<file path="src/rtl/enemy_group.sv">
// Multi-enemy movement and draw controller: per-slot position/direction/facing/alive state,
// Link-tracking move generation with random interrupts, and a sprite serialiser for the VGA writer.
module enemy_group #(
    parameter int          NUM_ENEMIES = 4,
    parameter int          SPRITE_W    = 16,
    parameter int          SPRITE_H    = 16,
    parameter int          STEP        = 1,
    parameter int          X_MAX       = 303,
    parameter int          Y_MAX       = 223,
    parameter int          SPAWN_X     = 210,
    parameter int          SPAWN_DX    = 20,
    parameter int          SPAWN_Y     = 96,
    parameter logic [5:0]  TRANSPARENT = 6'b111111
) (
    input  logic                                             clock,
    input  logic                                             reset,
    input  logic                                             init,
    input  logic                                             gen_move,
    input  logic                                             apply_move,
    input  logic                                             draw_start,
    input  logic [NUM_ENEMIES-1:0]                           collision,
    input  logic                                             kill_valid,
    input  logic [2:0]                                       kill_index,
    input  logic [8:0]                                       link_x_pos,
    input  logic [7:0]                                       link_y_pos,
    input  logic [4*NUM_ENEMIES-1:0]                         rand_bits,
    input  logic [5:0]                                       colour_in,
    output logic [9*NUM_ENEMIES-1:0]                         x_pos,
    output logic [8*NUM_ENEMIES-1:0]                         y_pos,
    output logic [3*NUM_ENEMIES-1:0]                         facing,
    output logic [NUM_ENEMIES-1:0]                           alive,
    output logic [1+$clog2(SPRITE_H)+$clog2(SPRITE_W):0]     sprite_addr,
    output logic [8:0]                                       x_draw,
    output logic [7:0]                                       y_draw,
    output logic [5:0]                                       colour,
    output logic                                             VGA_write,
    output logic                                             draw_done
);

    localparam int COL_W = $clog2(SPRITE_W);
    localparam int ROW_W = $clog2(SPRITE_H);
    localparam int CNT_W = COL_W + ROW_W;

    localparam logic [2:0] NO_ACTION = 3'b000;
    localparam logic [2:0] UP        = 3'b010;
    localparam logic [2:0] DOWN      = 3'b011;
    localparam logic [2:0] LEFT      = 3'b100;
    localparam logic [2:0] RIGHT     = 3'b101;

    localparam logic [9:0] STEP_V = 10'(STEP);
    localparam logic [9:0] XMAX_V = 10'(X_MAX);
    localparam logic [9:0] YMAX_V = 10'(Y_MAX);

    typedef enum logic [1:0] {S_IDLE, S_SCAN, S_PIXEL, S_FLUSH} draw_state_t;

    function automatic logic [8:0] spawn_x(input int i);
        int v;
        v = SPAWN_X + i * SPAWN_DX;
        if (v > X_MAX) v = X_MAX;
        return v[8:0];
    endfunction

    function automatic logic [1:0] bank_of(input logic [2:0] f);
        case (f)
            DOWN:    return 2'd0;
            LEFT:    return 2'd1;
            UP:      return 2'd2;
            RIGHT:   return 2'd3;
            default: return 2'd0;
        endcase
    endfunction

    logic [8:0]             x_q      [NUM_ENEMIES];
    logic [7:0]             y_q      [NUM_ENEMIES];
    logic [2:0]             dir_q    [NUM_ENEMIES];
    logic [2:0]             face_q   [NUM_ENEMIES];
    logic [NUM_ENEMIES-1:0] alive_q;

    logic [2:0]             next_dir [NUM_ENEMIES];
    logic [8:0]             nx       [NUM_ENEMIES];
    logic [7:0]             ny       [NUM_ENEMIES];

    // Direction choice and clamped next position for every slot.
    always_comb begin
        logic [3:0] r;
        logic [9:0] xe;
        logic [9:0] ye;
        r  = 4'd0;
        xe = 10'd0;
        ye = 10'd0;
        for (int i = 0; i < NUM_ENEMIES; i++) begin
            r = rand_bits[4*i +: 4];
            if (r[1:0] == 2'b11) begin
                case (r[3:2])
                    2'd0:    next_dir[i] = UP;
                    2'd1:    next_dir[i] = DOWN;
                    2'd2:    next_dir[i] = LEFT;
                    default: next_dir[i] = RIGHT;
                endcase
            end else if (link_y_pos < y_q[i]) begin
                next_dir[i] = UP;
            end else if (link_y_pos > y_q[i]) begin
                next_dir[i] = DOWN;
            end else if (link_x_pos < x_q[i]) begin
                next_dir[i] = LEFT;
            end else if (link_x_pos > x_q[i]) begin
                next_dir[i] = RIGHT;
            end else begin
                next_dir[i] = NO_ACTION;
            end

            xe = {1'b0, x_q[i]};
            ye = {2'b00, y_q[i]};
            case (dir_q[i])
                UP:      ye = (ye < STEP_V) ? 10'd0 : ye - STEP_V;
                DOWN:    ye = (ye + STEP_V > YMAX_V) ? YMAX_V : ye + STEP_V;
                LEFT:    xe = (xe < STEP_V) ? 10'd0 : xe - STEP_V;
                RIGHT:   xe = (xe + STEP_V > XMAX_V) ? XMAX_V : xe + STEP_V;
                default: ;
            endcase
            nx[i] = xe[8:0];
            ny[i] = ye[7:0];
        end
    end

    // Pulse priority is init > kill > gen_move > apply_move; only one acts per cycle.
    always_ff @(posedge clock or negedge reset) begin
        if (!reset) begin
            for (int i = 0; i < NUM_ENEMIES; i++) begin
                x_q[i]     <= spawn_x(i);
                y_q[i]     <= 8'(SPAWN_Y);
                dir_q[i]   <= NO_ACTION;
                face_q[i]  <= DOWN;
                alive_q[i] <= 1'b1;
            end
        end else if (init) begin
            for (int i = 0; i < NUM_ENEMIES; i++) begin
                x_q[i]     <= spawn_x(i);
                y_q[i]     <= 8'(SPAWN_Y);
                dir_q[i]   <= NO_ACTION;
                face_q[i]  <= DOWN;
                alive_q[i] <= 1'b1;
            end
        end else if (kill_valid) begin
            for (int i = 0; i < NUM_ENEMIES; i++) begin
                if (kill_index == 3'(i)) alive_q[i] <= 1'b0;
            end
        end else if (gen_move) begin
            for (int i = 0; i < NUM_ENEMIES; i++) begin
                if (alive_q[i]) dir_q[i] <= next_dir[i];
            end
        end else if (apply_move) begin
            for (int i = 0; i < NUM_ENEMIES; i++) begin
                if (alive_q[i]) begin
                    if (dir_q[i] != NO_ACTION) face_q[i] <= dir_q[i];
                    if (!collision[i]) begin
                        x_q[i] <= nx[i];
                        y_q[i] <= ny[i];
                    end
                end
            end
        end
    end

    for (genvar g = 0; g < NUM_ENEMIES; g++) begin : g_pack
        assign x_pos[9*g +: 9]  = x_q[g];
        assign y_pos[8*g +: 8]  = y_q[g];
        assign facing[3*g +: 3] = face_q[g];
    end
    assign alive = alive_q;

    draw_state_t      state;
    logic [3:0]       idx;
    logic [CNT_W-1:0] count;
    logic [8:0]       base_x;
    logic [7:0]       base_y;
    logic [1:0]       bank_q;
    logic [8:0]       s1_x;
    logic [7:0]       s1_y;
    logic             s1_valid;

    logic             cur_live;
    logic [8:0]       cur_x;
    logic [7:0]       cur_y;
    logic [2:0]       cur_face;
    logic             last_slot;

    always_comb begin
        cur_live = 1'b0;
        cur_x    = 9'd0;
        cur_y    = 8'd0;
        cur_face = DOWN;
        for (int i = 0; i < NUM_ENEMIES; i++) begin
            if (idx == 4'(i)) begin
                cur_live = alive_q[i];
                cur_x    = x_q[i];
                cur_y    = y_q[i];
                cur_face = face_q[i];
            end
        end
    end

    assign last_slot = (idx == 4'(NUM_ENEMIES - 1));

    // Two-stage pixel path: address -> ROM data + stage-1 coordinates -> pixel outputs.
    always_ff @(posedge clock or negedge reset) begin
        if (!reset) begin
            state       <= S_IDLE;
            idx         <= 4'd0;
            count       <= '0;
            base_x      <= 9'd0;
            base_y      <= 8'd0;
            bank_q      <= 2'd0;
            s1_x        <= 9'd0;
            s1_y        <= 8'd0;
            s1_valid    <= 1'b0;
            sprite_addr <= '0;
            x_draw      <= 9'd0;
            y_draw      <= 8'd0;
            colour      <= 6'd0;
            VGA_write   <= 1'b0;
            draw_done   <= 1'b0;
        end else begin
            draw_done <= 1'b0;
            s1_valid  <= 1'b0;
            VGA_write <= s1_valid && (colour_in != TRANSPARENT);
            if (s1_valid) begin
                x_draw <= s1_x;
                y_draw <= s1_y;
                colour <= colour_in;
            end

            if (init) begin
                state     <= S_IDLE;
                VGA_write <= 1'b0;
            end else begin
                case (state)
                    S_IDLE: begin
                        if (draw_start) begin
                            idx   <= 4'd0;
                            state <= S_SCAN;
                        end
                    end
                    S_SCAN: begin
                        if (cur_live) begin
                            base_x      <= cur_x;
                            base_y      <= cur_y;
                            bank_q      <= bank_of(cur_face);
                            count       <= '0;
                            sprite_addr <= {bank_of(cur_face), {CNT_W{1'b0}}};
                            state       <= S_PIXEL;
                        end else if (last_slot) begin
                            state <= S_FLUSH;
                        end else begin
                            idx <= idx + 4'd1;
                        end
                    end
                    S_PIXEL: begin
                        s1_valid <= 1'b1;
                        s1_x     <= base_x + 9'(count[COL_W-1:0]);
                        s1_y     <= base_y + 8'(count[CNT_W-1:COL_W]);
                        if (&count) begin
                            if (last_slot) begin
                                state <= S_FLUSH;
                            end else begin
                                idx   <= idx + 4'd1;
                                state <= S_SCAN;
                            end
                        end else begin
                            count       <= count + 1'b1;
                            sprite_addr <= {bank_q, count + 1'b1};
                        end
                    end
                    S_FLUSH: begin
                        draw_done <= 1'b1;
                        state     <= S_IDLE;
                    end
                    default: state <= S_IDLE;
                endcase
            end
        end
    end

endmodule

</file>
<file path="config.mk">
export PLATFORM = sky130hd
export DESIGN_NAME = enemy_group
export DESIGN_NICKNAME = d
export VERILOG_FILES = /design/src/rtl/enemy_group.sv
export SDC_FILE = /design/constraint.sdc
export NUM_CORES = 1
export LEC_CHECK = 0
export CORE_UTILIZATION = 55
export CTS_CLUSTER_DIAMETER = 150
export DETAILED_ROUTE_END_ITERATION = 12
export DONT_BUFFER_PORTS = 1
export GPL_TIMING_DRIVEN = 0
export PLACE_DENSITY = 0.76
export SYNTH_ARGS = -nofsm -noshare
export SYNTH_HDL_FRONTEND = slang
export SYNTH_SLANG_ARGS = --single-unit
</file>
<file path="constraint.sdc">
create_clock -name clock -period 4.4 [get_ports clock]
set_input_delay 0.66 -clock clock [delete_from_list [all_inputs] [get_ports clock]]
set_output_delay 0.66 -clock clock [all_outputs]
set_load 0.01 [all_outputs]
</file>
**Run 1: power grid**

Scale bar: 50 µm. Pins as bars on the die edge. Tap cells in gray.
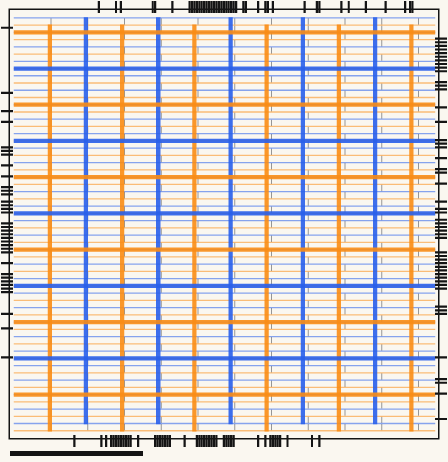
[blue] VDD
[orange] VSS
rows: 57
met1 rails: 58
met5 straps: 11
met4 straps: 11
tap cells: 324

**Run 1: M4 wires**

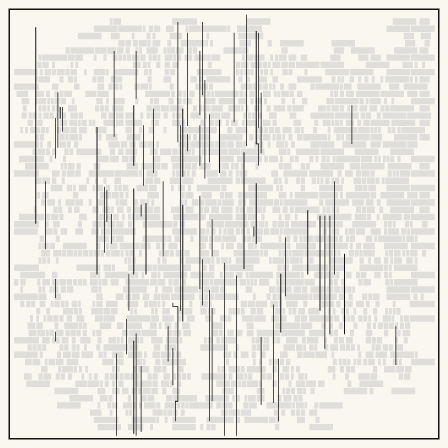
nets with wire on the layer: 60
wire length on this layer: 1970 µm
longest straight run: 73.4 µm
share of all routed wire: 4.3%

==> flow_metrics.py, run 1 <==
# Generated from Yosys and OpenROAD reports
metrics = {
    "run_status": {
        "outcome": "finished, final reports clean",
    },
    "critical_path": {
        "path_max_fanout": 10,
        "timing.rr.end": "base_x[1]",
        "critPathCapture": "base_x[1]",
        "crit_path_start_kind": "flip-flop",
        "cp.depth": 9,
        "critPathBufInv": 3,
        "path_class": "reg -> reg",
        "reg2reg_from": "idx[1]",
        "worstSetupEndpointType": "flip-flop",
    },
    "sta": {
        "finClkSkew_ns": 0.0191,
        "max_slew_margin": 0.127,
        "rsz0062_at_grt": "no",
        "fin_crit_ns": 3.13,
        "worst_pin_slew_ns": 1.30,
        "whs_ns": 0.0577,
        "setup_viol_count_final": 0,
    },
    "synth": {
        "top_area_frac": 0.244,
        "ys_chip_area_mm2": 0.0139,
        "common_cells": "a21oi_1, nand2_1, dfrtp_1, o21ai_0, ha_1",
        "ys_types": 89,
        "edf_count": 0,
        "ys_warn_count": 0,
        "top_cells_by_area": "dfrtp_1, ha_1, dfstp_2",
        "ys_cells": 1656,
        "avgSynthCellArea_um2": 8.36,
        "synth_seq_share": 0.318,
        "mux_share": 0.0294,
    },
    "drt": {
        "topRoutingLayerUsed": "met4",
        "drt-pass1-iter-count": 6,
        "wl_met2_um": 21000,
        "ant_nets": 0,
        "wl_per_cell_um": 22.9,
    },
    "finish": {
        "inv_count": 104,
        "seq_area_frac": 0.295,
        "final_cell_count_no_fill": 2015,
        "nonClkBufAreaFrac": 0.0289,
        "postLayoutCoreUtil": 0.609,
        "area_delta_synth_final_pct": 7.84,
        "dominant_cells": "multi-input combinational cells",
        "seq_cells": 174,
        "largest_reg_flops": 36,
        "layout.area.comb_mm2": 0.00865,
        "clockNetworkAreaShare": 0.0434,
    },
    "global_route": {
        "grt_use_met1": 0.473,
        "grt_pass1_vias": 13000,
        "grtUsageMet2": 0.565,
        "overflow": 0,
    },
    "place": {
        "dpl_cell_area_mm2": 0.0143,
        "portBuffers": 0,
        "dp_cells": 1980,
        "dp_hpwl_um": 33700,
    },
    "clock_network": {
        "cts.sinks": 174,
        "tritoncts": "done",
        "cts_setup_buffers": 0,
        "cts_resized": 0,
    },
    "floorplan": {
        "row_count": 57,
        "fp_util": 0.565,
        "io_pins": 172,
        "die_area_mm2": 0.0258,
    },
    "power": {
        "powerDensity_mw_per_mm2": 396,
        "p_switching_w": 0.00241,
        "vdd_ir_drop_max_mv": 0.292,
        "p_comb_w": 0.00189,
    },
}
**Run 1: wiring by layer**

Only two layers are drawn.
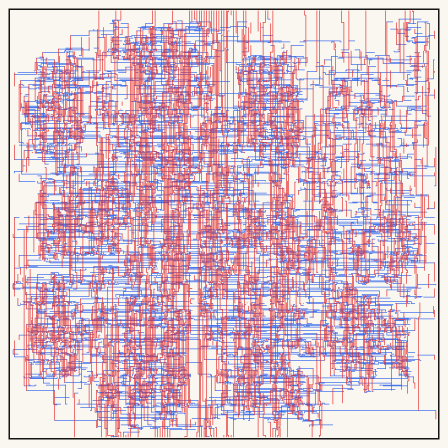
[blue] M1 | wire length: 18500 µm
[red] M2 | wire length: 21.0 mm

**Run 1: routing congestion map**

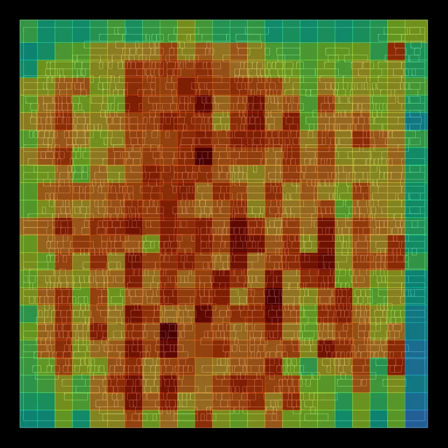

==> run 2, diff against run 1 <==
- PLACE_DENSITY: 0.76 -> 0.79
- clock period: 4.4 -> 2.8 ns (I/O delays scaled with it)
**Run 2: routing congestion map**

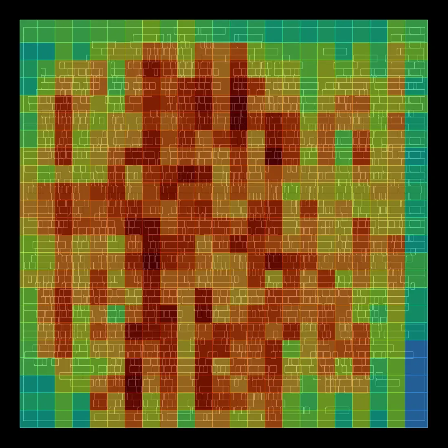
Final Util: 0.612
overall global routing resource usage: 0.349
met2 usage: 0.552
met1 Use GR: 0.460
met3 Use GR: 0.0744

==> flow_metrics.py, run 2 <==
# Generated from Yosys and OpenROAD reports
metrics = {
    "run_status": {
        "outcome": "finished with violations",
        "violations": "negative hold slack",
    },
    "finish": {
        "sh_comb_area": 0.583,
        "finalNetCount": 1837,
        "seq_cells": 174,
        "nonClkBufAreaFrac": 0.0290,
        "fin_area_mm2": 0.0150,
        "area_delta_synth_final_pct": 8.35,
        "diodes": 0,
        "layout.area.comb_mm2": 0.00875,
        "largest_reg_flops": 36,
        "final_cell_count_no_fill": 2013,
        "dominant_cells": "multi-input combinational cells",
        "signal_buffers": 100,
        "nMultiInputCombCells": 1279,
        "lay_top_cells": "a21oi_1, nand2_1, dfrtp_1",
        "inv_count": 104,
        "clockNetworkAreaShare": 0.0417,
        "seq_area_frac": 0.293,
    },
    "sta": {
        "worst_pin_slew_ns": 0.976,
        "hold_viol_final": 174,
        "setup_viol_count_final": 0,
        "max_slew_margin": 0.349,
        "whs_ns": -0.340,
        "finClkSkew_ns": 0.0164,
        "fin_crit_ns": 2.72,
    },
    "power": {
        "p_switching_w": 0.00367,
        "vdd_ir_drop_max_mv": 0.438,
        "powerDensity_mw_per_mm2": 612,
        "power_leader": "sequential cells",
        "clockPowerShare": 0.275,
        "swShare": 0.400,
        "p_comb_frac": 0.320,
        "p_comb_w": 0.00294,
    },
    "synth": {
        "most_common_cell": "a21oi_1",
        "mux_share": 0.0294,
        "ys_warn_count": 0,
        "ff_type": "dfrtp_1",
        "ys_cells": 1656,
        "adder_share": 0.0986,
        "synth_seq_share": 0.318,
        "common_cells": "a21oi_1, nand2_1, dfrtp_1, o21ai_0, ha_1",
        "top_cells_by_area": "dfrtp_1, ha_1, dfstp_2",
        "edf_count": 0,
        "synthAoiAreaFrac": 0.275,
        "top_area_frac": 0.244,
        "avgSynthCellArea_um2": 8.36,
        "ys_types": 89,
        "ys_chip_area_mm2": 0.0139,
    },
    "worst_hold_path": {
        "hp-class": "in -> async",
    },
    "critical_path": {
        "r2r_cells": 9,
        "worstSetupEndpointType": "flip-flop",
        "path_max_fanout": 8,
        "timing.rr.end": "dir_q[9]",
        "path_common_cell": "o21ai_0",
        "critPathBufInv": 2,
        "reg2reg_from": "x_pos[1]",
        "path_class": "reg -> reg",
        "crit_path_start_kind": "flip-flop",
        "cp.depth": 9,
        "critPathCapture": "dir_q[9]",
    },
    "clock_network": {
        "clk_pin_slew_ns": 0.09,
        "cts_resized": 10,
        "cts.sinks": 174,
        "clock.latency.late_pin_ns": 0.45,
        "clockBufferDepth": 2,
        "cts_setup_buffers": 0,
        "tritoncts": "done",
    },
    "drt": {
        "wl_met2_um": 20500,
        "drt-pass1-iter-count": 6,
        "wl_per_cell_um": 22.6,
        "topRoutingLayerUsed": "met5",
        "ant_nets": 0,
    },
    "place": {
        "portBuffers": 0,
        "dp_cells": 1980,
        "dp_hpwl_um": 33800,
        "dpl_cell_area_mm2": 0.0143,
    },
    "floorplan": {
        "io_pins": 172,
        "row_count": 57,
        "fp_util": 0.565,
        "die_area_mm2": 0.0258,
    },
    "global_route": {
        "grt_max_degree": 175,
        "grt_pass1_vias": 13100,
        "overflow": 0,
    },
    "job": {
        "warnings": 49,
    },
}
**Run 2: layout detail**

Region (108, 28) to (133, 53) µm. Cells in gray, sequential cells in the stronger gray; small squares are vias.
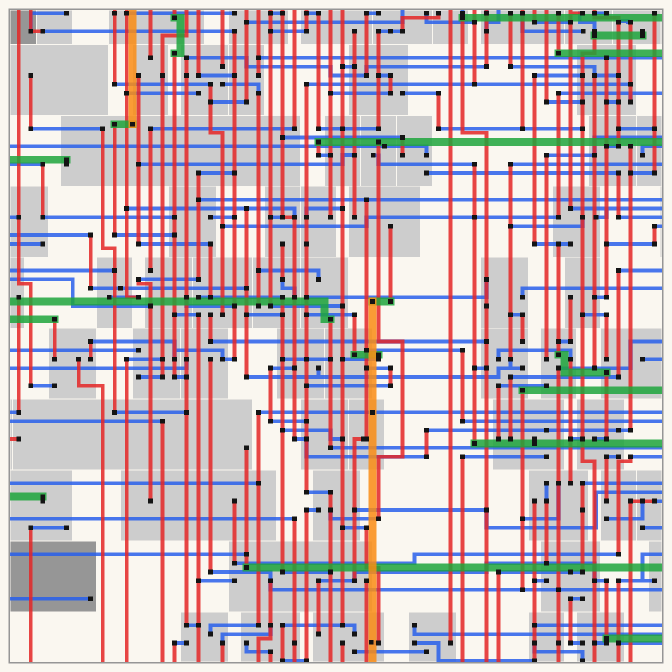
[blue] M1
[orange] M4
[red] M2
[green] M3
sequential cells in the window: 0
cells with their middle in the window: 51
most frequent: a21oi_1 (10), nor2_1 (6), o21ai_0 (6)

**Run 2: wiring by layer**

Only two layers are drawn.
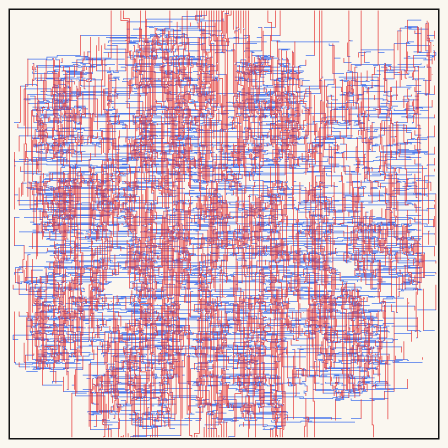

==> run 3, diff against run 2 <==
- MAX_ROUTING_LAYER: unset -> met4
**Run 3: wiring by layer**

Only two layers are drawn.
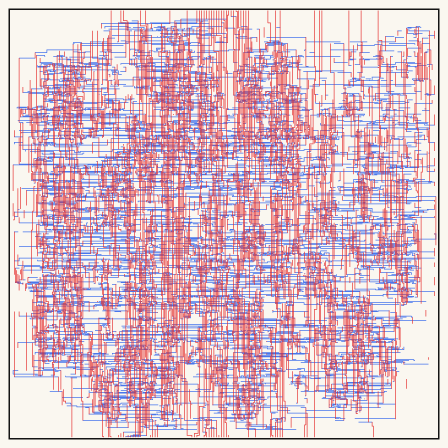
[red] M2 | wire length: 20.7 mm
[blue] M1 | wire length: 18200 µm

**Run 3: power grid**

Scale bar: 50 µm. Pins as bars on the die edge. Tap cells in gray.
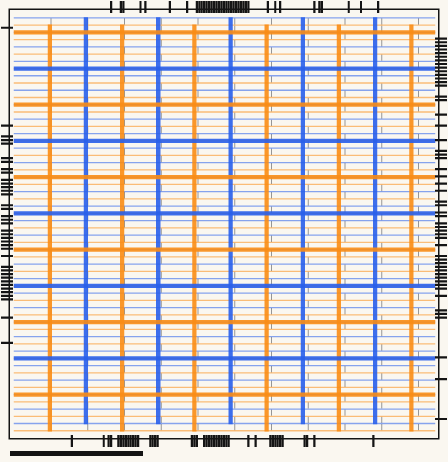
[orange] VSS
[blue] VDD
met1 rails: 58
met5 straps: 11
met4 straps: 11

==> flow_metrics.py, run 3 <==
# Generated from Yosys and OpenROAD reports
metrics = {
    "run_status": {
        "outcome": "finished with violations",
        "violations": "negative hold slack",
    },
    "critical_path": {
        "path_class": "reg -> reg",
        "worstSetupEndpointType": "flip-flop",
        "timing.rr.end": "dir_q[9]",
        "reg2reg_from": "x_pos[6]",
        "crit_path_start_kind": "flip-flop",
        "r2r_cells": 8,
        "cp.depth": 8,
        "path_common_cell": "o21ai_0",
    },
    "power": {
        "swShare": 0.404,
        "powerDensity_mw_per_mm2": 618,
        "power_leader": "sequential cells",
        "p_comb_w": 0.00298,
        "p_switching_w": 0.00376,
        "vdd_ir_drop_max_mv": 0.408,
    },
    "finish": {
        "largest_reg_flops": 36,
        "nonClkBufAreaFrac": 0.0293,
        "fin_area_mm2": 0.0151,
        "seq_cells": 174,
        "lay_top_cells": "a21oi_1, nand2_1, dfrtp_1",
        "sh_comb_area": 0.583,
        "clockNetworkAreaShare": 0.0426,
        "area_delta_synth_final_pct": 8.74,
        "inv_count": 104,
        "layout.area.comb_mm2": 0.00878,
    },
    "drt": {
        "wl_met2_um": 20700,
        "wl_per_cell_um": 22.7,
        "topRoutingLayerUsed": "met4",
        "ant_nets": 0,
        "drt-pass1-iter-count": 6,
    },
    "synth": {
        "ff_type": "dfrtp_1",
        "synthAoiAreaFrac": 0.275,
        "top_cells_by_area": "dfrtp_1, ha_1, dfstp_2",
        "common_cells": "a21oi_1, nand2_1, dfrtp_1, o21ai_0, ha_1",
        "top_area_frac": 0.244,
        "adder_share": 0.0986,
        "edf_count": 0,
        "ys_types": 89,
        "avgSynthCellArea_um2": 8.36,
        "ys_chip_area_mm2": 0.0139,
        "most_common_cell": "a21oi_1",
    },
    "clock_network": {
        "clock.latency.late_pin_ns": 0.46,
        "clockBufferDepth": 2,
        "clk_pin_slew_ns": 0.08,
        "cts.sinks": 174,
        "tritoncts": "done",
        "cts_setup_buffers": 0,
    },
    "sta": {
        "whs_ns": -0.339,
        "setup_viol_count_final": 0,
        "hold_viol_final": 174,
        "max_slew_margin": 0.352,
        "fin_crit_ns": 2.75,
    },
    "place": {
        "dp_cells": 1980,
        "portBuffers": 0,
    },
    "global_route": {
        "grt_use_met1": 0.465,
        "track_usage": 0.366,
        "grt_max_degree": 175,
        "grt_use_met3": 0.0780,
        "grtUsageMet2": 0.563,
    },
    "floorplan": {
        "fp_util": 0.565,
        "io_pins": 172,
        "die_area_mm2": 0.0258,
        "row_count": 57,
    },
}
Power figures rest on the tool's default switching activity, not on a simulated workload.
